===== config.mk =====
export PLATFORM = sky130hd
export DESIGN_NAME = mc_ctrl
export DESIGN_NICKNAME = d
export VERILOG_FILES = /design/src/rtl/mc_ctrl.sv
export SDC_FILE = /design/constraint.sdc
export NUM_CORES = 1
export LEC_CHECK = 0
export CAP_MARGIN = 10
export CELL_PAD_IN_SITES_DETAIL_PLACEMENT = 0
export CELL_PAD_IN_SITES_GLOBAL_PLACEMENT = 1
export CORE_MARGIN = 4
export CORE_UTILIZATION = 26
export CTS_BUF_LIST = sky130_fd_sc_hd__clkbuf_16
export CTS_CLUSTER_SIZE = 40
export DETAILED_ROUTE_END_ITERATION = 10
export PLACE_DENSITY_LB_ADDON = 0.1
export RECOVER_POWER = 25
export SETUP_SLACK_MARGIN = 0.4
export SKIP_LAST_GASP = 1
export SYNTH_ARGS = -nofsm -noshare
export SYNTH_HDL_FRONTEND = slang
export SYNTH_SLANG_ARGS = --single-unit

===== constraint.sdc =====
create_clock -name clk -period 1.9 [get_ports clk]
set_clock_uncertainty 0.15 [all_clocks]
set_input_delay 0.38 -clock clk [delete_from_list [all_inputs] [get_ports clk]]
set_output_delay 0.38 -clock clk [all_outputs]
set_load 0.01 [all_outputs]

===== src/rtl/mc_ctrl.sv =====
// mc_ctrl: multicycle MIPS-style control unit.
// Twelve-state Moore FSM. Outputs are decoded from the current state plus
// the latched Op/Funct fields (and Zero for conditional branches).
module mc_ctrl (
   input  logic       clk,
   input  logic       rst,
   input  logic [5:0] Op,
   input  logic [5:0] Funct,
   input  logic       Zero,
   output logic       PCWr,
   output logic       IorD,
   output logic       MemRd,
   output logic       MemWr,
   output logic       IRWr,
   output logic       RegWr,
   output logic [1:0] RegDst,
   output logic [1:0] MemtoReg,
   output logic       ExtOp,
   output logic       ALUSrcA,
   output logic [1:0] ALUSrcB,
   output logic [4:0] ALUOp,
   output logic [1:0] PCSource,
   output logic [3:0] State
);

   typedef enum logic [3:0] {
      S_FETCH  = 4'd0,  S_DECODE = 4'd1,  S_MEMADR = 4'd2,  S_MEMRD = 4'd3,
      S_MEMWB  = 4'd4,  S_MEMWR  = 4'd5,  S_REXE   = 4'd6,  S_RWB   = 4'd7,
      S_IEXE   = 4'd8,  S_IWB    = 4'd9,  S_BRANCH = 4'd10, S_JUMP  = 4'd11
   } state_t;

   // opcodes
   localparam logic [5:0] OP_R     = 6'b000000;
   localparam logic [5:0] OP_J     = 6'b000010;
   localparam logic [5:0] OP_JAL   = 6'b000011;
   localparam logic [5:0] OP_BEQ   = 6'b000100;
   localparam logic [5:0] OP_BNE   = 6'b000101;
   localparam logic [5:0] OP_ADDI  = 6'b001000;
   localparam logic [5:0] OP_ADDIU = 6'b001001;
   localparam logic [5:0] OP_SLTI  = 6'b001010;
   localparam logic [5:0] OP_SLTIU = 6'b001011;
   localparam logic [5:0] OP_ANDI  = 6'b001100;
   localparam logic [5:0] OP_ORI   = 6'b001101;
   localparam logic [5:0] OP_XORI  = 6'b001110;
   localparam logic [5:0] OP_LW    = 6'b100011;
   localparam logic [5:0] OP_SW    = 6'b101011;

   // ALU operation codes
   localparam logic [4:0] A_NOP  = 5'd0;
   localparam logic [4:0] A_ADDU = 5'd1;
   localparam logic [4:0] A_ADD  = 5'd2;
   localparam logic [4:0] A_SUBU = 5'd3;
   localparam logic [4:0] A_SUB  = 5'd4;
   localparam logic [4:0] A_AND  = 5'd5;
   localparam logic [4:0] A_OR   = 5'd6;
   localparam logic [4:0] A_NOR  = 5'd7;
   localparam logic [4:0] A_XOR  = 5'd8;
   localparam logic [4:0] A_SLT  = 5'd9;
   localparam logic [4:0] A_SLTU = 5'd10;
   localparam logic [4:0] A_SLL  = 5'd11;
   localparam logic [4:0] A_SRL  = 5'd12;
   localparam logic [4:0] A_SRA  = 5'd13;

   state_t     state, state_nx;
   logic [4:0] r_alu, i_alu;
   logic       r_ok, i_ok, i_ext;

   // R-type Funct -> ALU operation; r_ok flags a supported Funct
   always_comb begin
      r_alu = A_NOP;
      r_ok  = 1'b1;
      case (Funct)
         6'b100001: r_alu = A_ADDU;
         6'b100000: r_alu = A_ADD;
         6'b100011: r_alu = A_SUBU;
         6'b100010: r_alu = A_SUB;
         6'b100100: r_alu = A_AND;
         6'b100101: r_alu = A_OR;
         6'b100110: r_alu = A_XOR;
         6'b100111: r_alu = A_NOR;
         6'b101010: r_alu = A_SLT;
         6'b101011: r_alu = A_SLTU;
         6'b000100: r_alu = A_SLL;
         6'b000110: r_alu = A_SRL;
         6'b000111: r_alu = A_SRA;
         default:   r_ok  = 1'b0;
      endcase
   end

   // I-type ALU opcode -> ALU operation and immediate extension mode
   always_comb begin
      i_alu = A_NOP;
      i_ext = 1'b0;
      i_ok  = 1'b1;
      case (Op)
         OP_ADDI:  begin i_alu = A_ADD;  i_ext = 1'b1; end
         OP_ADDIU: begin i_alu = A_ADDU; i_ext = 1'b1; end
         OP_SLTI:  begin i_alu = A_SLT;  i_ext = 1'b1; end
         OP_SLTIU: begin i_alu = A_SLTU; i_ext = 1'b1; end
         OP_ANDI:  i_alu = A_AND;
         OP_ORI:   i_alu = A_OR;
         OP_XORI:  i_alu = A_XOR;
         default:  i_ok  = 1'b0;
      endcase
   end

   // state register; reset forces FETCH asynchronously
   always_ff @(posedge clk or posedge rst) begin
      if (rst) state <= S_FETCH;
      else     state <= state_nx;
   end

   // next state and Moore outputs; anything not driven below stays 0
   always_comb begin
      state_nx = S_FETCH;
      PCWr     = 1'b0;
      IorD     = 1'b0;
      MemRd    = 1'b0;
      MemWr    = 1'b0;
      IRWr     = 1'b0;
      RegWr    = 1'b0;
      RegDst   = 2'b00;
      MemtoReg = 2'b00;
      ExtOp    = 1'b0;
      ALUSrcA  = 1'b0;
      ALUSrcB  = 2'b00;
      ALUOp    = A_NOP;
      PCSource = 2'b00;
      case (state)
         S_FETCH: begin
            MemRd = 1'b1; IRWr = 1'b1; PCWr = 1'b1;
            ALUSrcB = 2'b01; ALUOp = A_ADDU;
            state_nx = S_DECODE;
         end
         S_DECODE: begin
            // branch target computed speculatively while decoding
            ALUSrcB = 2'b11; ALUOp = A_ADDU;
            if (Op == OP_LW || Op == OP_SW)        state_nx = S_MEMADR;
            else if (Op == OP_R)                   state_nx = r_ok ? S_REXE : S_FETCH;
            else if (i_ok)                         state_nx = S_IEXE;
            else if (Op == OP_BEQ || Op == OP_BNE) state_nx = S_BRANCH;
            else if (Op == OP_J || Op == OP_JAL)   state_nx = S_JUMP;
            else                                   state_nx = S_FETCH;
         end
         S_MEMADR: begin
            ALUSrcA = 1'b1; ALUSrcB = 2'b10; ExtOp = 1'b1; ALUOp = A_ADDU;
            state_nx = (Op == OP_LW) ? S_MEMRD : S_MEMWR;
         end
         S_MEMRD: begin
            IorD = 1'b1; MemRd = 1'b1;
            state_nx = S_MEMWB;
         end
         S_MEMWB: begin
            RegWr = 1'b1; RegDst = 2'b00; MemtoReg = 2'b01;
         end
         S_MEMWR: begin
            IorD = 1'b1; MemWr = 1'b1;
         end
         S_REXE: begin
            ALUSrcA = 1'b1; ALUSrcB = 2'b00; ALUOp = r_alu;
            state_nx = S_RWB;
         end
         S_RWB: begin
            RegWr = 1'b1; RegDst = 2'b01; MemtoReg = 2'b00;
         end
         S_IEXE: begin
            ALUSrcA = 1'b1; ALUSrcB = 2'b10; ALUOp = i_alu; ExtOp = i_ext;
            state_nx = S_IWB;
         end
         S_IWB: begin
            RegWr = 1'b1; RegDst = 2'b00; MemtoReg = 2'b00;
         end
         S_BRANCH: begin
            ALUSrcA = 1'b1; ALUSrcB = 2'b00; ALUOp = A_SUBU; PCSource = 2'b01;
            PCWr = (Op == OP_BNE) ? ~Zero : Zero;
         end
         S_JUMP: begin
            PCSource = 2'b10; PCWr = 1'b1;
            if (Op == OP_JAL) begin
               RegWr = 1'b1; RegDst = 2'b10; MemtoReg = 2'b10;
            end
         end
         default: state_nx = S_FETCH;
      endcase
   end

   assign State = state;

endmodule


run_1/logic_types.png
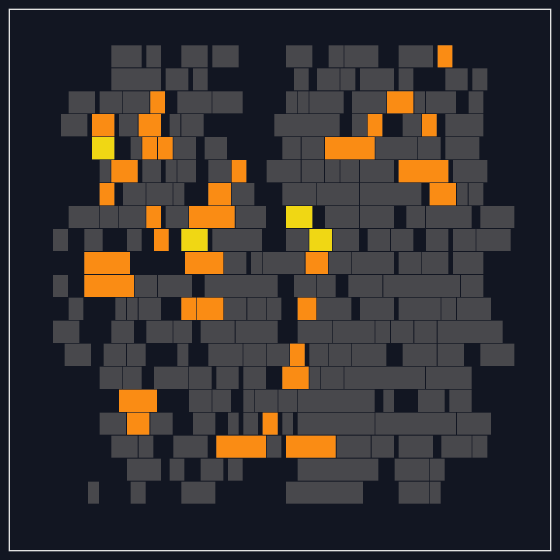
Key: AND-OR and OR-AND gates = yellow [cells 4, most used o21a_1, where center]; inverting AOI/OAI gates = orange [cells 33, most used a21oi_1]
combinational share of cell area: 42.1%
Commonest Layout Cell: buf_4
Non-Filler Instances: 272

run_1/clk_routes.png
Bar = 20 um.
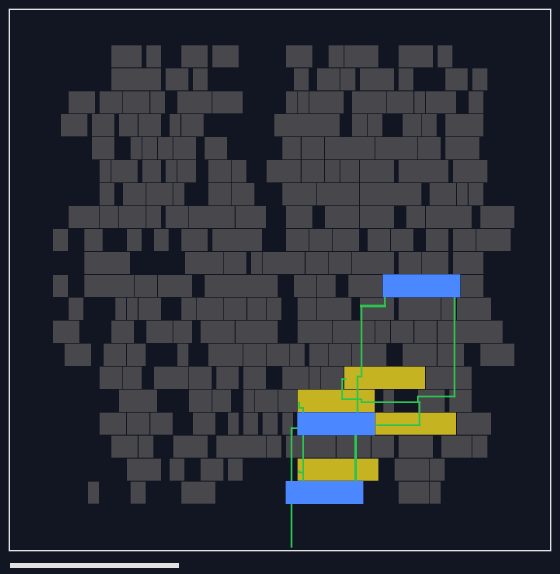
Key: clock wires = green [length 107 um]; clock drivers = blue [count 3]; flip-flops = yellow [count 4]
There are 4 routed clock nets.
P_clk: 0.338 mW
Latency at later pin: 230 ps
Clk pwr share: 16.6%

run_1/clocks.png
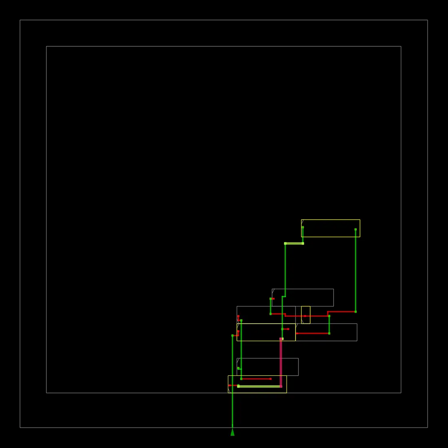
total clock sinks: 4
TritonCTS Buffers: 3

==> run 1: area by class of cell <==
type / count / share of cell area (%)
clock buffer: 3 / 3.61
sequential: 4 / 4.99
clock inverter: 1 / 0.180
tap: 44 / 2.64
multi-input combinational: 104 / 42.1
inverter: 5 / 0.901
timing repair buffer: 111 / 45.6
==> run 1: logic make-up (layout without fill, tap and decap cells) <==
family / count (synthesis) / after routing / share of synthesized area, %
AOI/OAI and AO/OA: 37 / 37 / 30.1
xor gates and xnor gates: 4 / 4 / 4.30
buffers and inverters: 18 / 120 / 9.83
DFF: 4 / 4 / 12.3
muxes: 1 / 1 / 1.23
other: 1 / 1 / 0.460
and+or+nand+nor: 61 / 61 / 41.8
==> notes.md, run 1 <==
fresh numbers from the pnr run: GR met1 Demand/Resource=20.0%, wire per inst=14.1 um, status=finished with violations, design area=2080 um2, CP max stage cell=dfrtp_1, share of cells above drive strength 1=64.5%, M1 wire length=1510 um, Tmin final=2180 ps, post-synth top area cell=dfrtp_1, Crit. End Element=output port, final core occ=68.8%, CP startpoint kind=register, YS chip area=815 um2, Fin Hold WS=324 ps, post-layout net count=244, gpl congestion=0.878, Top cells by area=dfrtp_1 (12%), a21oi_1 (6.8%), nor2_1 (6.5%), register share after synthesis=12.3%, Tot Pwr=2.04 mW, worst reg2reg path startpoint=State[0], # Max-Cap Violations=0, met2 Resource Use GR=35.0%, Setup-failing EPs final=19, CP Cell Sequence=buf_6 > nor2_4 > nand4_1 > buf_4 > buf_4 > o32ai_2 > buf_2, worst setup path class=register to output port, pwr dens=979 nW/um2, Worst Hold Class=input pin to async pin, pin count of the biggest net entering global routing=14, clock-pin slew on the worst setup and hold paths=40 ps, cells in synth_stat.txt=126, Top Layout Cells=buf_4 (45), buf_6 (30), buf_2 (20), row count=20, Synth top area share=12.3%, die area=4090 um2, Initial DRT Pass Iterations=4, Largest register FFs=4, Area growth syn-to-layout=156%, initial antenna violation count=0, drt drc=0, P_seq=0.133 mW, Gate Area=877 um2, number of global-route vias before repair=1335, unrepaired setup endpoints after global routing=true, Max Buffers Root-to-Sink=2, Crit path depth=7, highest routed layer=met4, failing checks=setup timing, die width=64.0 um, root buf cell=clkbuf_16, die y size=64.0 um, PnR worst setup slack=-277 ps, Final HPWL DP=2590 um, DRT antenna net count=0, FILL cells=239, Reg2Reg Depth=8, reg-to-reg endpoint=State[1], CP dominant cell by count=buf_4, top_reg_cell synth=dfrtp_1, GR Util All Layers=18.5%, fp util=26.9%, maximum vdd ir drop=0.425 mV, Cells after DPL=244, Final Max Slew Viols=0
--- run 2 (diff from run 1) ---
- CTS_CLUSTER_DIAMETER: default -> 60
run_2/logic_types.png
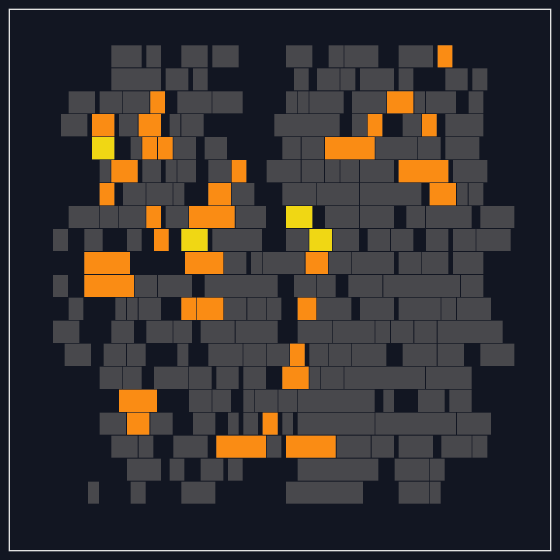
Key: AND-OR and OR-AND gates = yellow [cells 4, most used o21a_1, where center]; inverting AOI/OAI gates = orange [cells 33, most used a21oi_1]

==> run 2 against run 1 <==
Compared with the run above: the run still ends with setup timing left; via count unchanged; first-iteration DRC count unchanged; clock power about the same; global-route usage unchanged; utilization unchanged; cell count unchanged; area after synthesis unchanged; final area unchanged; non-clock buffer count unchanged; wire length unchanged; count of clock-buffer cells in the layout unchanged; combinational power about the same; largest cell class unchanged; largest power group unchanged.
==> notes.md, run 2 <==
fresh numbers from the pnr run: status=finished with violations, failing checks=setup timing, simple-gate portion of the synthesized area=41.8% (unchanged), Worst Hold Class=input pin to async pin, share of cells above drive strength 1=64.5% (unchanged), post-synth top area cell=dfrtp_1, Cells after DPL=244 (unchanged), Logic family by area=simple AND/OR/NAND/NOR gates, Non-Filler Instances=272 (unchanged), number of global-route vias before repair=1335 (unchanged), PnR worst setup slack=-277 ps (unchanged), clock-pin slew on the worst setup and hold paths=40 ps (about the same), comb_multi_in=104 (unchanged), Top cells by area=dfrtp_1 (12%), a21oi_1 (6.8%), nor2_1 (6.5%), Crit. End Element=output port, CP max stage cell=dfrtp_1, maximum vdd ir drop=0.425 mV (unchanged), Commonest Layout Cell=buf_4, Final HPWL DP=2590 um (unchanged), clock buffer count=3 (unchanged), CP dominant cell by count=buf_4, initial antenna violation count=0 (unchanged), FILL cells=239 (unchanged), P_seq=0.133 mW (about the same), register share after synthesis=12.3% (unchanged), Clk pwr share=16.6% (about the same), inverter count=5 (unchanged), unrepaired setup endpoints after global routing=true, Final non-clock buffer share=45.6% (unchanged), Setup-failing EPs final=19 (unchanged), Seq/total area=4.99% (unchanged), Reg2Reg Depth=8 (unchanged), wire per inst=14.1 um (unchanged), Latency at later pin=230 ps (about the same), final core occ=68.8% (unchanged), fp util=26.9% (unchanged), Initial DRT Pass Iterations=4 (unchanged), CP Cell Sequence=buf_6 > nor2_4 > nand4_1 > buf_4 > buf_4 > o32ai_2 > buf_2, Max Buffers Root-to-Sink=2 (unchanged), combinational share of cell area=42.1% (unchanged), die y size=64.0 um (unchanged), post-layout net count=244 (unchanged), FFs & Latches=4 (unchanged), Largest register FFs=4 (unchanged)
run 2: cell counts after synthesis:
No cell type changed its count.
run 2: layer usage:
layer / GRT usage, % / wire [um]
met1: 20.0 / 1510
met2: 35.0 / 2030
met3: 2.46 / 175
met4: 8.36 / 126
met5: 0 / 0
run 2: worst max path at each step:
| stage | from | depth (start not counted) | slack [ps] | end |
|---|---|---|---|---|
| after floorplan | Op[3] | 3 | 40 | RegDst[1] |
| after global placement | Op[3] | 6 | -910 | RegWr |
| after detailed placement | Op[4] | 5 | -950 | RegDst[1] |
| after CTS | State[0] | 7 | -220 | ALUOp[0] |
| after global routing | State[0] | 7 | -360 | ALUOp[0] |
| final | State[0] | 7 | -280 | ALUOp[2] |
run_2/clk_routes.png
Bar = 20 um.
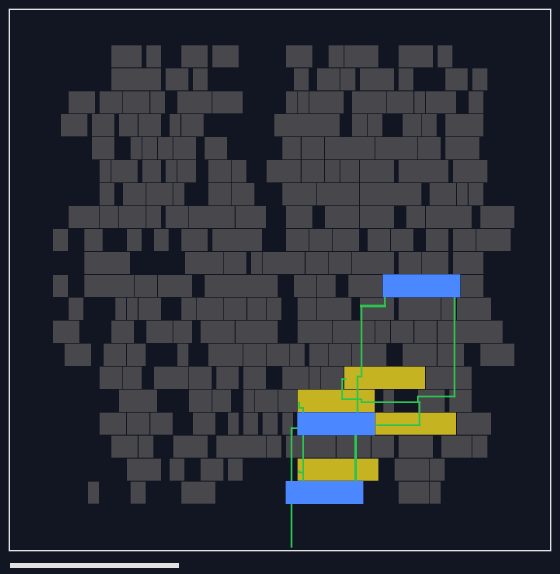

--- run 3 (diff from run 2) ---
- clock period: 1.9 -> 2.18 ns (I/O delays scaled with it)
run_3/clk_routes.png
Bar = 20 um.
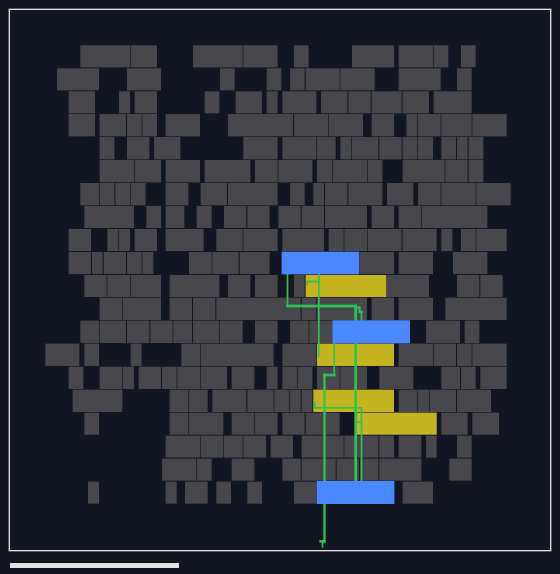
Key: clock wires = green [length 111 um]; flip-flops = yellow [count 4]; clock drivers = blue [count 3]
There are 4 routed clock nets.
P_clk: 0.288 mW
Clk pwr share: 17.2%

==> run 3 against run 2 <==
Compared with the run above: the flow still finishes with violations (setup timing); sequential share of layout area shrank 0.18 points; global-route usage increased by 1.5 points; non-clock buffer count increased by 9; register-to-register slack better by 400 ps; worst hold slack better by 63 ps; area after synthesis did not move; critical path depth is 1 lower; total power down 18%; worst setup slack gained 240 ps; critical endpoint is now RegWr; largest power group unchanged.
==> notes.md, run 3 <==
fresh numbers from the pnr run: status=finished with violations, failing checks=setup timing, Pleak=1.03 nW, TritonCTS Buffers=3, Max H-tree Level=1, YS chip area=815 um2, switching pwr=0.614 mW, Final HPWL DP=2620 um (+1.0%), drt drc=0, Setup crit end=RegWr, Non-Filler Instances=280 (+2.9%), Max Buffers Root-to-Sink=2 (unchanged), GRT Max-Usage Layer=met2, highest routed layer=met4, met3 Usage GRT=2.81% (+0.35 points), met2 Resource Use GR=40.0% (+5.0 points), Crit. End Element=output port, wire per inst=14.1 um (-0.28%), aoi share=30.1%, Setup-failing EPs final=1 (-18), root buf cell=clkbuf_16, top_reg_cell synth=dfrtp_1, initial antenna violation count=0 (unchanged), post-synthesis adder-cell area fraction=0%, Top delay family on crit path=simple AND/OR/NAND/NOR gates, Initial DRT Pass Iterations=4 (unchanged), Iter 0 DRT Violations=36, Crit. Startpoint=Op[3], Post-Syn Area=815 um2, asr flop ratio synth=100%, final WL=3950 um, Setup TNS=-40.0 ps, pwr dens=773 nW/um2, Tmin final=2220 ps, CORE AREA=3030 um2, fp util=26.9% (unchanged), Synth top cell by count=nor2_1, CP bufs+invs=2, CP Cell Sequence=buf_6 > or4_4 > o32ai_2 > nand2_1 > o21ai_2 > buf_2, number of global-route vias before repair=1496 (+12%), post-synth top area cell=dfrtp_1, Commonest Layout Cell=buf_4, Latency at later pin=230 ps (about the same), CP max stage delay=560 ps, vias per cell=4.78, maximum vdd ir drop=0.336 mV (-21%), clock-pin slew on the worst setup and hold paths=30 ps (about the same), post-layout net count=253 (+3.7%), pin count of the biggest net entering global routing=13, # Max-Cap Violations=0, Worst Hold Class=input pin to async pin, P_seq=0.128 mW (-4%), Crit path depth=6 (-1), CP max stage cell=or4_4, Reg2Reg Depth=7 (-1), GR Util All Layers=20.0%, Final Max Slew Viols=0, DRT antenna net count=0, pre-CTS WS=-939 ps, Mapped Cells=126, die area=4090 um2, final core occ=71.3% (+2.5 points), WL met3=116 um (-34%), Top cells by area=dfrtp_1 (12%), a21oi_1 (6.8%), nor2_1 (6.5%), unrepaired setup endpoints after global routing=true, share of cells above drive strength 1=66.5% (+2.1 points), die width=64.0 um, die y size=64.0 um (unchanged), Logic family by area=simple AND/OR/NAND/NOR gates, met2 wire len=2210 um (+8.7%), Worst Path Arrival=1630 ps, simple-gate portion of the synthesized area=41.8% (unchanged), top power group=combinational cells, Fin Hold WS=387 ps, XOR Share, Synth=4.30%, GR met1 Demand/Resource=20.7% (+0.66 points), sequential power share=7.7%, Hold Buf Count CTS=0, Syn Area/Cell=6.46 um2, M1 wire length=1540 um (+2.1%), Largest register FFs=4 (unchanged), register share after synthesis=12.3% (unchanged), Area growth syn-to-layout=165%, Cells after DPL=247 (+1.2%), PnR worst setup slack=-40.0 ps (+237 ps), Mux area share=1.23%
==> run 3: cell counts after synthesis <==
Identical to the previous run, type by type.
==> run 3: cell type report <==
type | count | area (um2)
Timing Repair Buffer | 120 | 1000
Multi-Input combinational cell | 104 | 906
Fill cell | 234 | 870
Sequential cell | 4 | 104
Clock buffer | 3 | 75.1
Tap cell | 44 | 55.1
Inverter | 5 | 18.8
==> run 3: worst min-delay path by stage <==
stage	startpoint	endpoint	slack, ps	cells past startpoint
after global routing	rst	State[3]	420	2
after global placement	rst	State[3]	480	2
after CTS	rst	State[1]	260	2
final	rst	State[3]	390	2
after detailed placement	rst	State[3]	490	2
after floorplan	rst	State[0]	50	1
==> run 3: what timing repair did <==
item	4_1_cts	5_1_grt
resized	180	20
setup buffers	21	8
pin swaps	28	10
endpoints found under the setup margin	27	23
gates cloned	1	0
Power figures rest on the tool's default switching activity, not on a simulated workload.
